$ cat src/rtl/decode_bundle_stage_pkg.sv
// Shared decode types: raw/decoded instruction formats, per-lane decode result,
// RV64 opcode and AMO funct5 encodings.
package decode_bundle_stage_pkg;

    localparam int unsigned ILEN = 32;

    typedef logic [ILEN-1:0] aligned_instr_t;

    typedef enum logic [3:0] {
        OP_NONE,
        OP_LUI,
        OP_AUIPC,
        OP_JAL,
        OP_JALR,
        OP_BRANCH,
        OP_LOAD,
        OP_STORE,
        OP_ALUI,
        OP_ALU,
        OP_AMO,
        OP_FENCE,
        OP_SYSTEM
    } op_class_e;

    typedef struct packed {
        aligned_instr_t raw;
        op_class_e      op;
        logic [4:0]     rd;
        logic [4:0]     rs1;
        logic [4:0]     rs2;
        logic [2:0]     funct3;
        logic [31:0]    imm;
    } decoded_instr_t;

    typedef struct packed {
        decoded_instr_t instr;
        logic           is_complex;
        logic           is_illegal;
    } decode_lane_t;

    localparam logic [6:0] OPC_LUI    = 7'b0110111;
    localparam logic [6:0] OPC_AUIPC  = 7'b0010111;
    localparam logic [6:0] OPC_JAL    = 7'b1101111;
    localparam logic [6:0] OPC_JALR   = 7'b1100111;
    localparam logic [6:0] OPC_BRANCH = 7'b1100011;
    localparam logic [6:0] OPC_LOAD   = 7'b0000011;
    localparam logic [6:0] OPC_STORE  = 7'b0100011;
    localparam logic [6:0] OPC_OP_IMM = 7'b0010011;
    localparam logic [6:0] OPC_OP     = 7'b0110011;
    localparam logic [6:0] OPC_AMO    = 7'b0101111;
    localparam logic [6:0] OPC_FENCE  = 7'b0001111;
    localparam logic [6:0] OPC_SYSTEM = 7'b1110011;

    localparam logic [4:0] AMO_LR   = 5'b00010;
    localparam logic [4:0] AMO_SC   = 5'b00011;
    localparam logic [4:0] AMO_SWAP = 5'b00001;
    localparam logic [4:0] AMO_ADD  = 5'b00000;
    localparam logic [4:0] AMO_XOR  = 5'b00100;
    localparam logic [4:0] AMO_AND  = 5'b01100;
    localparam logic [4:0] AMO_OR   = 5'b01000;
    localparam logic [4:0] AMO_MIN  = 5'b10000;
    localparam logic [4:0] AMO_MAX  = 5'b10100;
    localparam logic [4:0] AMO_MINU = 5'b11000;
    localparam logic [4:0] AMO_MAXU = 5'b11100;

endpackage

$ cat src/rtl/decode_lane.sv
// Combinational single-lane decoder: fields, immediate, op class, and the
// illegal / complex (non-LR/SC AMO) classification.
module decode_lane
    import decode_bundle_stage_pkg::*;
(
    input  aligned_instr_t i_instr,
    output decode_lane_t   o_lane_c
);

    logic [6:0] w_opc;
    logic [2:0] w_f3;
    logic [6:0] w_f7;
    logic [4:0] w_f5;
    logic       w_f5_ok;
    logic       w_ill;
    logic       w_cx;
    op_class_e  w_op;
    logic [31:0] w_imm;

    assign w_opc = i_instr[6:0];
    assign w_f3  = i_instr[14:12];
    assign w_f7  = i_instr[31:25];
    assign w_f5  = i_instr[31:27];

    always_comb begin
        w_f5_ok = 1'b0;
        w_ill   = 1'b0;
        w_cx    = 1'b0;
        w_op    = OP_NONE;
        w_imm   = '0;
        case (w_f5)
            AMO_LR, AMO_SC, AMO_SWAP, AMO_ADD, AMO_XOR, AMO_AND,
            AMO_OR, AMO_MIN, AMO_MAX, AMO_MINU, AMO_MAXU: w_f5_ok = 1'b1;
            default: w_f5_ok = 1'b0;
        endcase
        case (w_opc)
            OPC_LUI: begin
                w_op  = OP_LUI;
                w_imm = {i_instr[31:12], 12'b0};
            end
            OPC_AUIPC: begin
                w_op  = OP_AUIPC;
                w_imm = {i_instr[31:12], 12'b0};
            end
            OPC_JAL: begin
                w_op  = OP_JAL;
                w_imm = {{12{i_instr[31]}}, i_instr[19:12], i_instr[20], i_instr[30:21], 1'b0};
            end
            OPC_JALR: begin
                w_op  = OP_JALR;
                w_imm = {{20{i_instr[31]}}, i_instr[31:20]};
                w_ill = (w_f3 != 3'd0);
            end
            OPC_BRANCH: begin
                w_op  = OP_BRANCH;
                w_imm = {{20{i_instr[31]}}, i_instr[7], i_instr[30:25], i_instr[11:8], 1'b0};
                w_ill = (w_f3[2:1] == 2'b01);
            end
            OPC_LOAD: begin
                w_op  = OP_LOAD;
                w_imm = {{20{i_instr[31]}}, i_instr[31:20]};
                w_ill = (w_f3 == 3'd7);
            end
            OPC_STORE: begin
                w_op  = OP_STORE;
                w_imm = {{20{i_instr[31]}}, i_instr[31:25], i_instr[11:7]};
                w_ill = w_f3[2];
            end
            OPC_OP_IMM: begin
                w_op  = OP_ALUI;
                w_imm = {{20{i_instr[31]}}, i_instr[31:20]};
                // RV64 shifts carry a 6-bit shamt, so only funct7[6:1] is checked
                w_ill = ((w_f3 == 3'd1) && (w_f7[6:1] != 6'd0)) ||
                        ((w_f3 == 3'd5) && (w_f7[6:1] != 6'd0) && (w_f7[6:1] != 6'b010000));
            end
            OPC_OP: begin
                w_op  = OP_ALU;
                w_ill = !((w_f7 == 7'd0) || (w_f7 == 7'd1) ||
                          ((w_f7 == 7'b0100000) && ((w_f3 == 3'd0) || (w_f3 == 3'd5))));
            end
            OPC_AMO: begin
                w_op  = OP_AMO;
                w_ill = (w_f3[2:1] != 2'b01) || !w_f5_ok ||
                        ((w_f5 == AMO_LR) && (i_instr[24:20] != 5'd0));
                w_cx  = !w_ill && (w_f5 != AMO_LR) && (w_f5 != AMO_SC);
            end
            OPC_FENCE: begin
                w_op  = OP_FENCE;
                w_ill = (w_f3[2:1] != 2'b00);
            end
            OPC_SYSTEM: w_op = OP_SYSTEM;
            default:    w_ill = 1'b1;
        endcase
    end

    always_comb begin
        o_lane_c                  = '0;
        o_lane_c.instr.raw        = i_instr;
        o_lane_c.instr.op         = w_op;
        o_lane_c.instr.rd         = i_instr[11:7];
        o_lane_c.instr.rs1        = i_instr[19:15];
        o_lane_c.instr.rs2        = i_instr[24:20];
        o_lane_c.instr.funct3     = w_f3;
        o_lane_c.instr.imm        = w_imm;
        o_lane_c.is_complex       = w_cx;
        o_lane_c.is_illegal       = w_ill;
    end

endmodule

$ cat src/rtl/decode_bundle_stage.sv
// Superscalar decode stage: decodes a fetch bundle per cycle and splits it into
// issue groups around complex (AMO) and illegal lanes.
module decode_bundle_stage
    import decode_bundle_stage_pkg::*;
#(
    parameter int unsigned FETCH_WIDTH = 4,
    parameter int unsigned PC_WIDTH    = 64
) (
    input  logic                                   i_clk,
    input  logic                                   i_rst,
    input  logic                                   i_flush,
    input  logic                                   i_valid,
    output logic                                   o_ready,
    input  logic [PC_WIDTH-1:0]                    i_pc,
    input  aligned_instr_t [FETCH_WIDTH-1:0]       i_instr,
    input  logic [FETCH_WIDTH-1:0]                 i_slot_valid,
    output logic                                   o_valid,
    input  logic                                   i_ready,
    output logic [PC_WIDTH-1:0]                    o_pc,
    output decoded_instr_t [FETCH_WIDTH-1:0]       o_instr,
    output logic [FETCH_WIDTH-1:0]                 o_slot_valid,
    output logic [FETCH_WIDTH-1:0]                 o_illegal,
    output logic [FETCH_WIDTH-1:0]                 o_complex
);

    localparam int unsigned PTR_W = (FETCH_WIDTH > 1) ? $clog2(FETCH_WIDTH) : 1;

    decode_lane_t [FETCH_WIDTH-1:0]   w_lane;
    logic [FETCH_WIDTH-1:0]           w_grp;
    logic [FETCH_WIDTH-1:0]           w_grp_ill;
    logic [FETCH_WIDTH-1:0]           w_grp_cx;
    decoded_instr_t [FETCH_WIDTH-1:0] w_grp_instr;
    logic                             w_any;
    logic                             w_stop;
    logic                             w_ill_end;
    logic                             w_more;
    logic                             w_split;
    logic                             w_adv;
    int                               w_last;
    logic [PTR_W-1:0]                 r_ptr;
    logic [PTR_W-1:0]                 w_ptr_nxt;

    for (genvar g = 0; g < int'(FETCH_WIDTH); g++) begin : g_lane
        decode_lane u_decode_lane (
            .i_instr  (i_instr[g]),
            .o_lane_c (w_lane[g])
        );
    end

    // Priority scan from ptr: form one issue group and find where the next begins
    always_comb begin
        w_grp       = '0;
        w_grp_ill   = '0;
        w_grp_cx    = '0;
        w_grp_instr = '0;
        w_any       = 1'b0;
        w_stop      = 1'b0;
        w_ill_end   = 1'b0;
        w_more      = 1'b0;
        w_last      = 0;
        for (int i = 0; i < int'(FETCH_WIDTH); i++) begin
            if (!w_stop && (i >= int'(r_ptr)) && i_slot_valid[i]) begin
                if (w_lane[i].is_complex && w_any) begin
                    w_stop = 1'b1;
                end else begin
                    w_grp[i]       = 1'b1;
                    w_grp_ill[i]   = w_lane[i].is_illegal;
                    w_grp_cx[i]    = w_lane[i].is_complex;
                    w_grp_instr[i] = w_lane[i].instr;
                    w_last         = i;
                    w_any          = 1'b1;
                    if (w_lane[i].is_illegal) begin
                        w_stop    = 1'b1;
                        w_ill_end = 1'b1;
                    end else if (w_lane[i].is_complex) begin
                        w_stop = 1'b1;
                    end
                end
            end
        end
        for (int i = 0; i < int'(FETCH_WIDTH); i++) begin
            if ((i > w_last) && i_slot_valid[i]) begin
                w_more = 1'b1;
            end
        end
        w_split   = w_any && w_more && !w_ill_end;
        w_ptr_nxt = PTR_W'(w_last + 1);
    end

    assign w_adv   = i_valid & (~o_valid | i_ready);
    assign o_ready = ~i_rst & (i_flush | (w_adv & ~w_split));

    // ptr plus the output register; ptr==0 is the first group of a bundle
    always_ff @(posedge i_clk) begin
        if (i_rst) begin
            r_ptr        <= '0;
            o_valid      <= 1'b0;
            o_pc         <= '0;
            o_instr      <= '0;
            o_slot_valid <= '0;
            o_illegal    <= '0;
            o_complex    <= '0;
        end else if (i_flush) begin
            r_ptr   <= '0;
            o_valid <= 1'b0;
        end else if (w_adv) begin
            r_ptr   <= w_split ? w_ptr_nxt : '0;
            o_valid <= w_any;
            if (w_any) begin
                o_pc         <= i_pc;
                o_instr      <= w_grp_instr;
                o_slot_valid <= w_grp;
                o_illegal    <= w_grp_ill;
                o_complex    <= w_grp_cx;
            end
        end else if (i_ready) begin
            o_valid <= 1'b0;
        end
    end

endmodule

$ cat config.mk
export PLATFORM = sky130hd
export DESIGN_NAME = decode_bundle_stage
export DESIGN_NICKNAME = d
export VERILOG_FILES = /design/src/rtl/decode_bundle_stage_pkg.sv /design/src/rtl/decode_lane.sv /design/src/rtl/decode_bundle_stage.sv
export SDC_FILE = /design/constraint.sdc
export NUM_CORES = 1
export LEC_CHECK = 0
export CAP_MARGIN = 20
export CORE_AREA = 2 2 244 246
export DETAILED_ROUTE_END_ITERATION = 8
export DIE_AREA = 0 0 246 248
export HOLD_SLACK_MARGIN = 0.05
export PLACE_DENSITY = 0.5
export SYNTH_ARGS = -nofsm -noshare
export SYNTH_HDL_FRONTEND = slang
export SYNTH_SLANG_ARGS = --single-unit
$ cat constraint.sdc
create_clock -name i_clk -period 12.1 [get_ports i_clk]
set_input_delay 1.21 -clock i_clk [delete_from_list [all_inputs] [get_ports i_clk]]
set_output_delay 1.21 -clock i_clk [all_outputs]
set_load 0.005 [all_outputs]
==> run_summary.xml <==
<?xml version="1.0" encoding="UTF-8"?>
<metrics>
  <group name="synthesis">
    <metric name="ys_cells" unit="">1953</metric>
    <metric name="compound_area_frac" unit="">0.232</metric>
    <metric name="adder_and_majority_gate_portion_of_the_synthesized_area" unit="">0.00242</metric>
    <metric name="synth_warnings" unit="">0</metric>
    <metric name="post_synth.cell_area_avg" unit="um2">7.93</metric>
    <metric name="syn-instance-count" unit="">1953</metric>
    <metric name="synth-seq-area-share" unit="">0.454</metric>
    <metric name="synth-simple-area-share" unit="">0.229</metric>
    <metric name="yosys-stat-area" unit="um2">15500</metric>
    <metric name="ys_sh_xor" unit="">0.00226</metric>
    <metric name="post_synthesis_async_set_or_reset_flop_share" unit="">0</metric>
    <metric name="ys.flop_type" unit="">dfxtp_1</metric>
    <metric name="synthMuxAreaShare" unit="">0</metric>
    <metric name="nets_at_floorplan" unit="">2157</metric>
    <metric name="synth_flop_count" unit="">351</metric>
    <metric name="synth_cell_type_count" unit="">77</metric>
  </group>
  <group name="run_status">
    <metric name="run_status" unit="">finished clean</metric>
  </group>
  <group name="floorplanning">
    <metric name="ioPinCount" unit="">623</metric>
    <metric name="dieWidth" unit="um">246</metric>
    <metric name="pre_placement_core_utilization" unit="">0.265</metric>
    <metric name="chip_area" unit="um2">61000</metric>
    <metric name="die_h" unit="um">248</metric>
    <metric name="fp-row-count" unit="">89</metric>
  </group>
  <group name="place">
    <metric name="placement.cell_area" unit="um2">21700</metric>
    <metric name="routabilityCongestion" unit="">0.863</metric>
    <metric name="dpl.cell_count" unit="">3129</metric>
    <metric name="post-place-ws" unit="ps">3800</metric>
    <metric name="io_buffer_count" unit="">622</metric>
  </group>
  <group name="setup_path">
    <metric name="cpLargestDelayFamily" unit="">AND-OR/OR-AND gates</metric>
    <metric name="critPathMaxStageDelay" unit="ps">750</metric>
    <metric name="startpoint_kind_of_the_worst_setup_timing_path" unit="">input port</metric>
    <metric name="cp_cell_sequence" unit="">clkdlybuf4s50_1 &gt; nor2b_1 &gt; o21ai_0 &gt; a211oi_1 &gt; nand3_1 &gt; or4_1 &gt; o21ai_4 &gt; buf_4 &gt; a21oi_1 &gt; ha_1 &gt; a22oi_1 &gt; a22oi_1 &gt; a21boi_0 &gt; a41oi_1 &gt; a211oi_1 &gt; a211oi_1 &gt; o21ba_2 &gt; clkdlybuf4s50_1</metric>
    <metric name="cpMaxStageDelayCell" unit="">clkdlybuf4s50_1</metric>
    <metric name="critical_path.most_common_cell" unit="">a211oi_1</metric>
    <metric name="cp-end-kind" unit="">primary output</metric>
    <metric name="critical_path_required" unit="ps">10890</metric>
    <metric name="worst-path-max-fanout" unit="">54</metric>
    <metric name="timing.critical_path.arrival" unit="ps">7040</metric>
  </group>
  <group name="finish">
    <metric name="layout-drive-gt1-share" unit="">0.0481</metric>
    <metric name="final_core_util" unit="">0.397</metric>
    <metric name="final_design_area_excluding_fillers" unit="um2">23200</metric>
    <metric name="area_delta_synth_final" unit="%">49.9</metric>
    <metric name="nNetsFinal" unit="">2605</metric>
    <metric name="num_antenna_cells" unit="">0</metric>
  </group>
  <group name="drt">
    <metric name="route.detailed.drc" unit="">0</metric>
    <metric name="met2WireLength" unit="um">34000</metric>
    <metric name="routed.top_layer" unit="">met5</metric>
    <metric name="detailedRoute.firstIterationViolations" unit="">1133</metric>
    <metric name="detail_route.wl_per_cell" unit="um">21.4</metric>
    <metric name="drt-met1-wl" unit="um">28200</metric>
    <metric name="finalWirelength" unit="um">68500</metric>
    <metric name="route.detailed.vias_per_inst" unit="">5.11</metric>
    <metric name="detail_route.first_pass.iterations" unit="">5</metric>
  </group>
  <group name="timing">
    <metric name="final_hold_viol_count" unit="">0</metric>
    <metric name="fin_setup_tns" unit="ps">0</metric>
    <metric name="max_slew_margin" unit="">0.255</metric>
    <metric name="share_of_the_cycle_needed_by_the_critical_path_after_routing" unit="">0.682</metric>
    <metric name="post-route-min-period" unit="ps">8250</metric>
    <metric name="maxSlewViolCount" unit="">0</metric>
    <metric name="maxClockFrequency" unit="GHz">0.121</metric>
    <metric name="worstMarginPinSlew" unit="ps">1110</metric>
    <metric name="fin_worst_skew" unit="ps">13.1</metric>
    <metric name="rsz_0062_raised_after_global_routing" unit="">no</metric>
    <metric name="post-route-worst-setup-slack" unit="ps">3850</metric>
  </group>
  <group name="pwr">
    <metric name="internal_power" unit="mW">2.18</metric>
    <metric name="p_sw_frac" unit="">0.251</metric>
    <metric name="power.leakage" unit="nW">7.80</metric>
    <metric name="vdd.ir_drop.worst" unit="V">0.0000917</metric>
    <metric name="power_of_the_combinational_group" unit="uW">333</metric>
    <metric name="comb_power_share" unit="">0.114</metric>
    <metric name="power.clock.total" unit="mW">1.39</metric>
    <metric name="powerDensity" unit="nW/um2">125</metric>
    <metric name="largest_power_group" unit="">clock</metric>
  </group>
  <group name="global_route">
    <metric name="wire_length_of_the_first_global_routing_pass" unit="um">101000</metric>
    <metric name="number_of_antenna_violations_at_the_first_check_in_global_routing" unit="">1</metric>
    <metric name="grt.total_usage" unit="">0.214</metric>
    <metric name="grt_overflow_total" unit="">0</metric>
    <metric name="grt_met2_usage" unit="">0.368</metric>
    <metric name="globalRouteMet1Util" unit="">0.264</metric>
    <metric name="pin_count_of_the_biggest_net_entering_global_routing" unit="">107</metric>
    <metric name="grt_use_met3" unit="">0.0560</metric>
    <metric name="number_of_global_route_vias_before_repair" unit="">15700</metric>
  </group>
  <group name="hold_path">
    <metric name="worst_hold_path_type" unit="">flop to flop</metric>
    <metric name="timing.hold.worst_endpoint" unit="">o_instr[282]</metric>
  </group>
  <group name="clock_tree">
    <metric name="htree_num_levels" unit="">2</metric>
    <metric name="post_cts.repair.setup_buffers" unit="">0</metric>
    <metric name="cts_tree" unit="">built</metric>
    <metric name="clk_pin_slew" unit="ps">50</metric>
    <metric name="insertion_delay" unit="ps">560</metric>
    <metric name="inserted_clock_buffers" unit="">43</metric>
    <metric name="cts_hold_repair.buffers" unit="">0</metric>
    <metric name="cts_resized" unit="">0</metric>
  </group>
  <group name="flow_run">
    <metric name="stage_log_warnings" unit="">30</metric>
    <metric name="cap_violations" unit="">0</metric>
  </group>
</metrics>
## cell usage after synthesis, types with 31 or more instances
library cell	n	share of area
dfxtp_1	351	0.45
nand2_1	340	0.082
a21oi_1	229	0.074
nor2_1	183	0.044
clkbuf_1	146	0.035
nand3_1	82	0.026
buf_4	72	0.035
a22oi_1	65	0.032
a32oi_1	55	0.031
o21ai_0	44	0.014
nand4_1	32	0.013
a31oi_1	31	0.013
## layout make-up
type                    instances  area, um2
fillers                      5953      35200
multi-input cells            1345       7270
inverters                      18       67.6
well taps                     773        967
flip-flops and latches        351       7030
clock buffers                  64       1290
clock inverters                13        220
repair buffers                642       6380
## cells in the final DEF (no fill, tap or decap), types with 15 or more instances in the layout
master / count
o21ai_1: 15
o21ai_0: 44
buf_4: 19
clkdlybuf4s50_1: 621
a2bb2oi_1: 19
a22oi_1: 65
dfxtp_1: 351
a21o_1: 16
nand3_1: 82
a21oi_1: 229
a31oi_1: 31
clkbuf_16: 45
a32oi_1: 55
nor2_1: 181
inv_1: 18
nand4_1: 32
nand2b_1: 18
nor2b_1: 15
nand2_1: 340
nor3_1: 29
## worst min-delay path, stage by stage (launching register included)
cell and delay (ps):
dfxtp_1 300, nand2_1 50, o21ai_1 50
## state kept, by name (all words and copies together), names as in the netlist
| signal | cells |
|---|---|
| o_complex | 4 |
| o_illegal | 4 |
| o_instr | 272 |
| o_pc | 64 |
| o_slot_valid | 4 |
| o_valid | 1 |
| r_ptr | 2 |
## worst max-delay path by stage
stage,from,to,cells past startpoint
2_1_floorplan,i_instr[78],o_ready,16
3_3_place_gp,i_instr[66],o_ready,20
3_5_place_dp,i_instr[66],o_ready,18
4_1_cts,i_instr[66],o_ready,18
5_1_grt,i_instr[66],o_ready,18
6_report,i_instr[66],o_ready,18
Figure 1. Power grid.
Pins as bars on the die edge. Tap cells in grey.
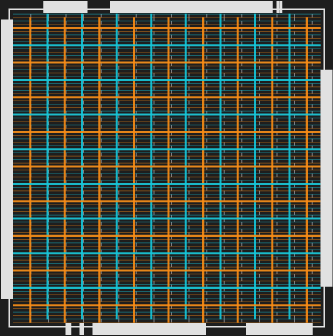
legend:
  VDD:
    colour: cyan
  VSS:
    colour: orange
met1 rails: 90
rows: 89
met4 straps: 17
met5 straps: 17
signal pins: 623

Figure 2. Placed cells, one colour a class.
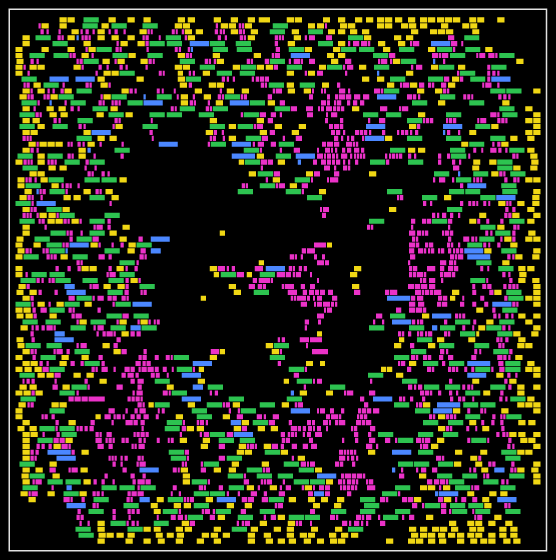
legend:
  remaining buffers and delay cells:
    colour: yellow
    cells: 642
    share_of_their_area: 29%
  sequential cells:
    colour: green
    cells: 351
    share_of_their_area: 32%
  combinational and other logic:
    colour: magenta
    cells: 1363
    share_of_their_area: 33%
  clock drivers and dummy loads:
    colour: blue
    cells: 77
    share_of_their_area: 6.8%

Power and IR drop assume default switching activity.
